## src/rtl/ioctl_host.sv

```systemverilog
// Host-side driver for the ioctl transfer interface: downloads bytes from a
// source memory to the core, or uploads bytes from the core into a capture memory.
module ioctl_host #(
    parameter int SRC_ADDRESSWIDTH = 10,
    parameter int CAP_ADDRESSWIDTH = 10,
    parameter int WR_SPACING       = 4,
    parameter int UPLOAD_SETTLE    = 3
) (
    input  logic                        clk,
    input  logic                        reset,
    input  logic                        start_download,
    input  logic                        start_upload,
    input  logic [7:0]                  index,
    input  logic [24:0]                 length,
    output logic [SRC_ADDRESSWIDTH-1:0] src_addr,
    input  logic [7:0]                  src_data,
    output logic [CAP_ADDRESSWIDTH-1:0] cap_addr,
    output logic [7:0]                  cap_data,
    output logic                        cap_we,
    output logic                        ioctl_download,
    output logic                        ioctl_upload,
    output logic                        ioctl_wr,
    output logic [24:0]                 ioctl_addr,
    output logic [7:0]                  ioctl_dout,
    output logic [7:0]                  ioctl_index,
    input  logic [7:0]                  ioctl_din,
    output logic                        busy,
    output logic                        done,
    output logic [3:0]                  dbg_state
);

    // DL_GAP always takes at least one cycle so ioctl_addr outlives ioctl_wr by a cycle.
    localparam int GAP_CYCLES = (WR_SPACING > 4) ? WR_SPACING - 3 : 1;

    typedef enum logic [3:0] {
        IDLE, DL_FETCH, DL_DATA, DL_WR, DL_GAP, DL_END, UL_SETTLE, UL_CAPTURE, UL_END
    } state_t;

    state_t      state, state_nxt;
    logic [24:0] len_q;
    logic [24:0] addr_inc;
    logic [7:0]  cnt;
    logic        last_byte, accept_dl, accept_ul, len_zero, gap_end, settle_end;

    assign addr_inc   = ioctl_addr + 25'd1;
    assign last_byte  = (ioctl_addr == len_q - 25'd1);
    assign accept_dl  = (state == IDLE) && start_download;
    assign accept_ul  = (state == IDLE) && !start_download && start_upload;
    assign len_zero   = (length == 25'd0);
    assign gap_end    = (cnt == 8'(GAP_CYCLES - 1));
    assign settle_end = (cnt == 8'(UPLOAD_SETTLE - 1));

    always_ff @(posedge clk or posedge reset) begin
        if (reset) state <= IDLE;
        else       state <= state_nxt;
    end

    always_comb begin
        state_nxt = state;
        case (state)
            IDLE: begin
                if (accept_dl && !len_zero)      state_nxt = DL_FETCH;
                else if (accept_ul && !len_zero) state_nxt = UL_SETTLE;
            end
            DL_FETCH:   state_nxt = DL_DATA;
            DL_DATA:    state_nxt = DL_WR;
            DL_WR:      state_nxt = DL_GAP;
            DL_GAP:     if (gap_end) state_nxt = last_byte ? DL_END : DL_FETCH;
            DL_END:     state_nxt = IDLE;
            UL_SETTLE:  if (settle_end) state_nxt = UL_CAPTURE;
            UL_CAPTURE: state_nxt = last_byte ? UL_END : UL_SETTLE;
            UL_END:     state_nxt = IDLE;
            default:    state_nxt = IDLE;
        endcase
    end

    // src_addr is presented on entry to DL_FETCH so the 1-cycle memory
    // returns the byte during DL_DATA and ioctl_dout is valid alongside ioctl_wr.
    always_ff @(posedge clk or posedge reset) begin
        if (reset) begin
            cnt         <= '0;
            len_q       <= '0;
            src_addr    <= '0;
            cap_addr    <= '0;
            cap_data    <= '0;
            cap_we      <= 1'b0;
            ioctl_addr  <= '0;
            ioctl_dout  <= '0;
            ioctl_index <= '0;
            done        <= 1'b0;
        end else begin
            cnt    <= (state_nxt != state) ? 8'd0 : cnt + 8'd1;
            cap_we <= (state == UL_CAPTURE);
            done   <= (state == DL_END) || (state == UL_END) ||
                      ((accept_dl || accept_ul) && len_zero);
            if (accept_dl || accept_ul) begin
                ioctl_index <= index;
                len_q       <= length;
                ioctl_addr  <= '0;
                if (accept_dl) src_addr <= '0;
            end
            case (state)
                DL_DATA: ioctl_dout <= src_data;
                DL_GAP: begin
                    if (gap_end && !last_byte) begin
                        ioctl_addr <= addr_inc;
                        src_addr   <= addr_inc[SRC_ADDRESSWIDTH-1:0];
                    end
                end
                UL_CAPTURE: begin
                    cap_addr <= ioctl_addr[CAP_ADDRESSWIDTH-1:0];
                    cap_data <= ioctl_din;
                    if (!last_byte) ioctl_addr <= addr_inc;
                end
                default: ;
            endcase
        end
    end

    always_comb begin
        ioctl_download = (state == DL_FETCH) || (state == DL_DATA) || (state == DL_WR) ||
                         (state == DL_GAP) || (state == DL_END);
        ioctl_upload   = (state == UL_SETTLE) || (state == UL_CAPTURE) || (state == UL_END);
        ioctl_wr       = (state == DL_WR);
        busy           = (state != IDLE);
        dbg_state      = state;
    end

endmodule

```

## config.mk

```make
export PLATFORM = sky130hd
export DESIGN_NAME = ioctl_host
export DESIGN_NICKNAME = d
export VERILOG_FILES = /design/src/rtl/ioctl_host.sv
export SDC_FILE = /design/constraint.sdc
export NUM_CORES = 1
export LEC_CHECK = 0
export ABC_AREA = 0
export CAP_MARGIN = 10
export CORE_ASPECT_RATIO = 0.5
export CORE_MARGIN = 5
export CORE_UTILIZATION = 34
export DETAILED_ROUTE_END_ITERATION = 10
export GPL_ROUTABILITY_DRIVEN = 0
export REMOVE_ABC_BUFFERS = 1
export SYNTH_ARGS = -nofsm -noshare
export SYNTH_HDL_FRONTEND = slang
export SYNTH_SLANG_ARGS = --single-unit
```

## constraint.sdc

```tcl
create_clock -name clk -period 4.91 [get_ports clk]
set_clock_uncertainty 0.1 [all_clocks]
set_input_delay 1.473 -clock clk [delete_from_list [all_inputs] [get_ports clk]]
set_output_delay 1.473 -clock clk [all_outputs]
set_load 0.01 [all_outputs]
```

**Run 1: routed clock nets over the placement**

Bar = 50 um.
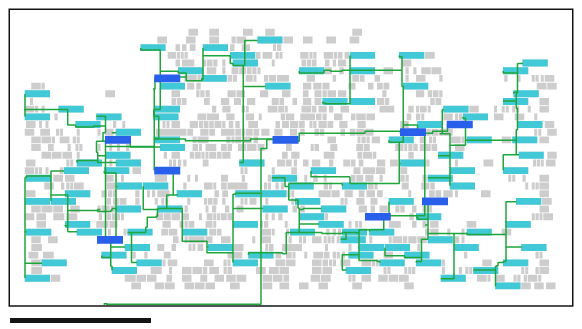
[blue] clock-net drivers | count: 9
[green] clock wires | length: 1560 um
[cyan] flip-flops | count: 108
routed clock nets: 10
flops lie: spread over the die

**Run 1: sequential cells grouped by signal name**

Other sequential cells in the stronger grey, the rest of the logic in the fainter grey.
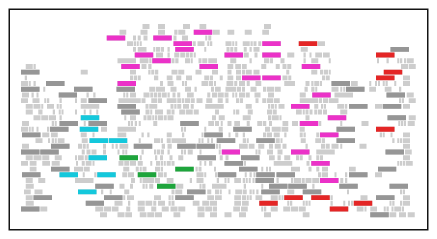
[green] dbg_state | placed flops: 4
[cyan] cnt | placed flops: 8
[red] cap_addr | placed flops: 10
[magenta] ioctl_addr | placed flops: 25
not coloured: 61

**Run 1: wiring by layer**

Bar = 50 um.
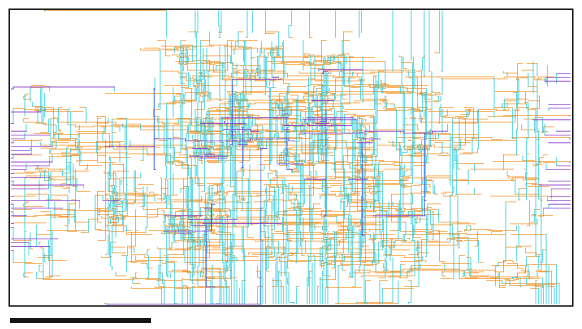
[blue] M4 | wire length: 273 um
[orange] M1 | wire length: 8310 um
[purple] M3 | wire length: 958 um
[cyan] M2 | wire length: 8000 um
wire length per cell: 16.66 um
Total GRT Usage: 17.35%
DR vias: 5390
final wirelength: 17540 um

run 1: path summary, 6_finish.rpt:
path                                    startpoint                        to  slack, ns
min in group asynchronous                    reset     src_addr[1]$_DFF_PP0_       1.49
setup reg to reg              len_q[2]$_DFFE_PP0P_  ioctl_addr[10]$_DFF_PP0_       0.79
setup / recovery              len_q[2]$_DFFE_PP0P_  ioctl_addr[10]$_DFF_PP0_       0.79
hold / removal             cap_data[7]$_DFFE_PP0P_   cap_data[7]$_DFFE_PP0P_       0.38
hold reg to reg            cap_data[7]$_DFFE_PP0P_   cap_data[7]$_DFFE_PP0P_       0.38
max in group asynchronous                    reset     src_addr[8]$_DFF_PP0_       2.47
run 1: layout make-up:
| type | instances | area [sq um] | share of cell area [%] |
|---|---|---|---|
| clock inverters | 5 | 60.06 | 0.7623 |
| multi-input cells | 547 | 3148 | 39.96 |
| repair buffers | 139 | 1396 | 17.72 |
| well taps | 234 | 292.8 | 3.716 |
| inverters | 9 | 36.28 | 0.4605 |
| clock buffers | 11 | 242.7 | 3.081 |
| flip-flops and latches | 108 | 2703 | 34.30 |
run 1: worst max-delay path: cells and delay by family, from the launching register on:
kind / cells / cell delay, ns
buffers and inverters: 1 / 0.24
AND/OR/NAND/NOR: 6 / 2.52
flip-flops: 1 / 0.48
multiplexers: 1 / 0.32
AND-OR/OR-AND: 2 / 0.32
run 1: metal layers:
layer	share of wire, %	up-vias	GRT usage, %
met4	1.6	0	4.341
li1	-	2644	-
met3	5.5	23	4.434
met5	0	-	0
met2	46	147	27.58
met1	47	2576	23.69
run 1: flip-flops by register name, indices dropped and copies added (netlist names):
signal and count:
cnt 8, src_addr 10, ioctl_dout 8, len_q 25, cap_we 1, cap_addr 10, ioctl_index 8, dbg_state 4
cap_data 8, ioctl_addr 25, done 1
==> Slide: Implementation Results, run 1 <==
Implementation Results

Critical path
  • Critical path peak fanout: 54
  • R2R cell count: 10
  • Crit start category: register
  • Class of the most critical setup path: reg2reg

Floorplanning
  • Die extent in y: 104.4 um
  • Fp util: 34.77%
  • Row Count: 34
  • Die W: 198.9 um

Finish
  • Area growth syn-to-layout: 29.92%
  • Layout cells sized above 1: 6.349%
  • Post-route non-filler standard cell count: 1053
  • Number of fillers in the final layout: 1711
  • Most frequent logic cell in the layout: nand2_1

Power
  • Sequential power: 1.63 mW
  • Maximum vdd drop: 0.0002222 V
  • Clock Power Share: 16.7%

Synth
  • Synth Area in XOR/XNOR: 7.654%
  • Adder Area Share: 1.032%
  • Top-area cell share: 44.56%
  • Simple share: 30.02%
  • Yosys top cell by area: dfrtp_1
  • Yosys stat area: 6065 sq um

STA
  • Worst Max-Slew Pin Slew: 0.9403 ns
  • Setup total negative slack: 0 ns
  • Max Freq: 242.9 MHz
  • Final Hold Fails: 0

Clock tree
  • TritonCTS clock tree: yes
  • H-tree depth: 3
  • Post CTS Setup Buffer Count: 0

Outcome
  • Outcome: complete, no violations

Worst hold path
  • Hold Path Class: reg2reg

Route
  • DR pass1 iterations: 5
  • First DRT Iteration DRCs: 294
  • Drt via density: 5.119
**Run 1: clock nets**

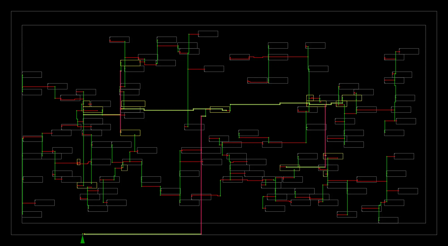

--- run 2 (diff from run 1) ---
- clock period: 4.91 -> 4.1 ns (I/O delays scaled with it)
**Run 2: clock nets**

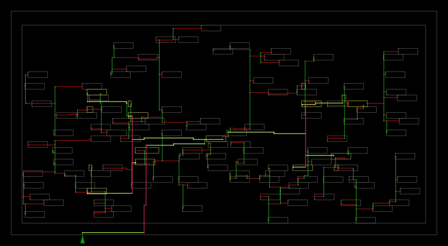
TritonCTS Buffers: 9
Clock Sinks: 108
Seq cells: 108
number of clock-tree buffers in the layout: 11

==> Slide: Implementation Results, run 2 <==
Implementation Results

Outcome
  • Outcome: complete, no violations

Clock tree
  • Post CTS Setup Buffer Count: 0 (unchanged)
  • H-tree depth: 3 (unchanged)
  • Root Driver: clkbuf_16
  • TritonCTS clock tree: yes

Synth
  • Yosys stat area: 6065 sq um (unchanged)
  • Yosys top cell by area: dfrtp_1
  • Most frequent cell after synthesis: nand2_1
  • Top-area cell share: 44.56% (unchanged)

Worst hold path
  • Hold path start: cap_data[0]$_DFFE_PP0P_
  • Hold Path Class: reg2reg

Critical path
  • CP bufs+invs: 2 (+1)
  • Slowest CP cell: or4_4
  • Class of the most critical setup path: reg2reg
  • Cell family with most CP delay: simple AND/OR/NAND/NOR gates
  • Reg-to-reg critical path startpoint: len_q[0]$_DFFE_PP0P_
  • Critical path peak fanout: 38 (-30%)
  • Crit start category: register
  • Critical Path Start: len_q[0]$_DFFE_PP0P_
  • CP peak stage delay: 0.56 ns

Finish
  • Most frequent logic cell in the layout: nand2_1
  • Area growth syn-to-layout: 30.99%
  • Layout cells sized above 1: 7.470% (+1.1 points)
  • Top Registers: ioctl_addr (25), len_q (25)
  • Antenna cells: 0

STA
  • Final Hold Fails: 0 (unchanged)
  • Max Freq: 268.8 MHz (+11%)
  • Setup total negative slack: 0 ns (unchanged)
  • Worst Max-Slew Pin Slew: 0.7741 ns (-0.1662 ns)

Floorplanning
  • Die area: 20770 sq um
  • Row Count: 34 (unchanged)
  • Die extent in y: 104.4 um (unchanged)
  • Die W: 198.9 um (unchanged)
  • Fp util: 34.77% (unchanged)

Route
  • Routed Antenna Nets: 0
  • DR vias: 5432 (+0.78%)
  • Wire length per cell: 16.67 um (about the same)
  • First DRT Iteration DRCs: 269 (-8.5%)
  • Drt via density: 5.105 (-0.26%)
  • DR pass1 iterations: 5 (unchanged)
  • Final wirelength: 17730 um (+1.1%)

Job
  • Max cap viols: 0

Power
  • Maximum vdd drop: 0.0002867 V (+29%)

Global routing
  • Total GRT Usage: 17.47% (+0.12 points)
  • Number of global-route vias before repair: 5456
  • Largest net degree at the start of global routing: 59
  • Global-route wire length before repair: 29520 um
-- run 2: cell counts after synthesis --
Identical to the previous run, type by type.
-- run 2: final timing paths --
check	endpoint	slack, ns	depth (start not counted)
min in group asynchronous	ioctl_addr[1]$_DFF_PP0_	1.29	2
worst min register to register	cap_data[0]$_DFFE_PP0P_	0.37	2
worst min-delay path	cap_data[0]$_DFFE_PP0P_	0.37	2
worst max register to register	ioctl_addr[10]$_DFF_PP0_	0.38	12
worst max-delay path	ioctl_addr[10]$_DFF_PP0_	0.38	12
max in group asynchronous	src_addr[8]$_DFF_PP0_	1.92	3
-- run 2: cells by family after synthesis --
| kind of cell | count (synthesis) | share of synthesized area [%] |
|---|---|---|
| simple gates | 385 | 30.02 |
| flops | 108 | 44.56 |
| compound gates | 85 | 9.594 |
| xor+xnor | 53 | 7.654 |
| buf+inv | 50 | 3.755 |
| mux | 19 | 3.384 |
| fa+ha+maj | 5 | 1.032 |
-- run 2: final cells by class --
class	count	area, sq um
clock buffers	11	232.7
clock inverters	5	52.55
fillers	1726	9498
inverters	9	36.28
multi-input cells	547	3148
flip-flops and latches	108	2703
well taps	234	292.8
repair buffers	150	1479
-- run 2: power by group --
group | internal [mW] | switching (mW)
Combinational | 1.28 | 1.38
Clock | 0.472 | 0.401
Sequential | 1.44 | 0.496
Total | 3.20 | 2.28
-- run 2: stage by stage --
stage / instances / power, mW
after global placement: 1048 / 4.569
final: 1064 / 5.472
after floorplan: 664 / 3.368
after CTS: 1064 / 5.522
after detailed placement: 1048 / 4.611
after global routing: 1064 / 5.892
-- run 2: routing by layer --
metal,routed length (um),global-route usage [%]
met2,8186,27.73
met3,876,4.013
met5,0,0
met4,124,3.268
met1,8546,24.64
**Run 2: wiring by layer**

Bar = 50 um.
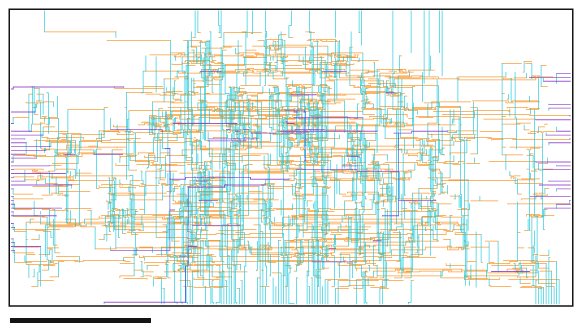

--- run 3 (diff from run 2) ---
- CAP_MARGIN: 10 -> 20
- CORE_UTILIZATION: 34 -> 40
- PLACE_DENSITY: default -> 0.65
**Run 3: wiring by layer**

Bar = 50 um.
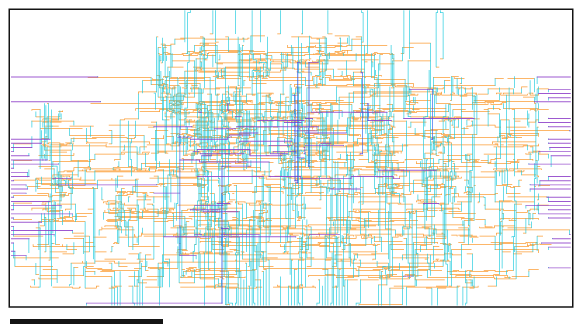
[orange] M1 | wire length: 7750 um
[cyan] M2 | wire length: 7420 um
[blue] M4 | wire length: 237 um
[purple] M3 | wire length: 1150 um

==> Slide: Implementation Results, run 3 <==
Implementation Results

Outcome
  • Outcome: complete, no violations

Critical path
  • Crit start category: register
  • CP bufs+invs: 2 (unchanged)
  • Slowest CP cell: or4_4
  • R2R cell count: 12 (unchanged)

Clock tree
  • H-tree depth: 3 (unchanged)
  • TritonCTS Buffers: 9 (unchanged)
  • TritonCTS clock tree: yes
  • Clock Sinks: 108 (unchanged)
  • Root Driver: clkbuf_16

STA
  • Max Freq: 266.3 MHz (-0.92%)
  • Final Hold Fails: 0 (unchanged)
  • Worst Max-Slew Pin Slew: 0.7734 ns (-0.0007399 ns)

Floorplanning
  • Die extent in y: 97.07 um (-7.1%)
  • Die area: 17870 sq um (-14%)
  • Die W: 184.1 um (-7.4%)

Global routing
  • Met2 GRT Util: 29.94% (+2.2 points)
  • Global-route wire length before repair: 27440 um (-7.0%)
  • Met1 Use GR: 25.36% (+0.73 points)
  • Largest net degree at the start of global routing: 60 (+1.7%)
  • Met3 GRT Util: 4.188% (+0.18 points)

Finish
  • Area growth syn-to-layout: 29.87%
  • Most frequent logic cell in the layout: nand2_1
  • Layout cells sized above 1: 7.264% (-0.21 points)

Synth
  • Top-area cell share: 44.56% (unchanged)
  • Yosys stat area: 6065 sq um (unchanged)
  • Most frequent cell after synthesis: nand2_1
  • Yosys top cell by area: dfrtp_1

Route
  • Routed length on met3: 1153 um (+32%)
  • Metal2 WL: 7421 um (-9.3%)
  • Top Metal Used: met4
  • Final wirelength: 16560 um (-6.6%)
  • Drt via density: 5.275 (+3.3%)
  • DR vias: 5402 (-0.55%)
  • Routed Antenna Nets: 0 (unchanged)
  • DR pass1 iterations: 5 (unchanged)

Worst hold path
  • Endpoint, Worst Hold: cap_addr[9]$_DFFE_PP0P_
  • Hold path start: cap_addr[9]$_DFFE_PP0P_

Job
  • Max cap viols: 0 (unchanged)
==> run 3: cell counts after synthesis <==
Identical to the previous run, type by type.
==> run 3: worst max-delay path by stage <==
stage,to,cells past startpoint
6_report,ioctl_addr[10]$_DFF_PP0_,12
5_1_grt,ioctl_addr[10]$_DFF_PP0_,12
4_1_cts,ioctl_addr[10]$_DFF_PP0_,12
3_5_place_dp,ioctl_addr[10]$_DFF_PP0_,12
3_3_place_gp,ioctl_addr[10]$_DFF_PP0_,12
2_1_floorplan,cap_addr[0]$_DFFE_PP0P_,1
==> run 3: cell type report <==
class	count	area (sq um)	share of cell area (%)
Inverter	9	36.28	0.4607
Clock inverter	7	67.56	0.8578
Sequential cell	108	2703	34.31
Multi-Input combinational cell	547	3148	39.97
Tap cell	198	247.7	3.145
Clock buffer	9	225.2	2.859
Timing Repair Buffer	146	1449	18.40
==> run 3: through the flow <==
stage          setup TNS [ns]  utilization, %  std cells
3_5_place_dp                0           51.67       1007
2_1_floorplan          -8.210               -        664
4_1_cts                     0           53.67       1023
6_report                    0           53.72       1024
3_3_place_gp                0           51.67       1007
5_1_grt                     0           53.72       1024
==> run 3: kinds of logic (layout without fill, tap and decap cells) <==
| kind of cell | count (synthesis) | count (layout) | share of synthesized area, % |
|---|---|---|---|
| compound gates | 85 | 85 | 9.594 |
| xor+xnor | 53 | 53 | 7.654 |
| fa+ha+maj | 5 | 5 | 1.032 |
| buf+inv | 50 | 171 | 3.755 |
| flops | 108 | 108 | 44.56 |
| mux | 19 | 19 | 3.384 |
| simple gates | 385 | 385 | 30.02 |
==> run 3: where the power goes <==
part           total (mW)  internal, mW  switching, mW
logic                2.60          1.26           1.34
registers            1.94          1.44          0.501
clock network       0.871         0.429          0.442

## Gallery

I/O pins on the die edge.
Pins as bars across the die edge, other pins in grey.
picture 1
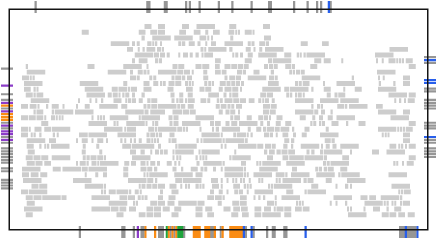
picture 2
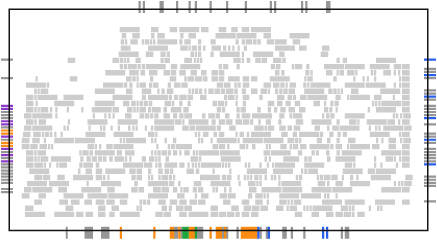
| picture | from |
|---|---|
| picture 2 | run 3 |
| picture 1 | run 2 |

Power and IR drop assume default switching activity.
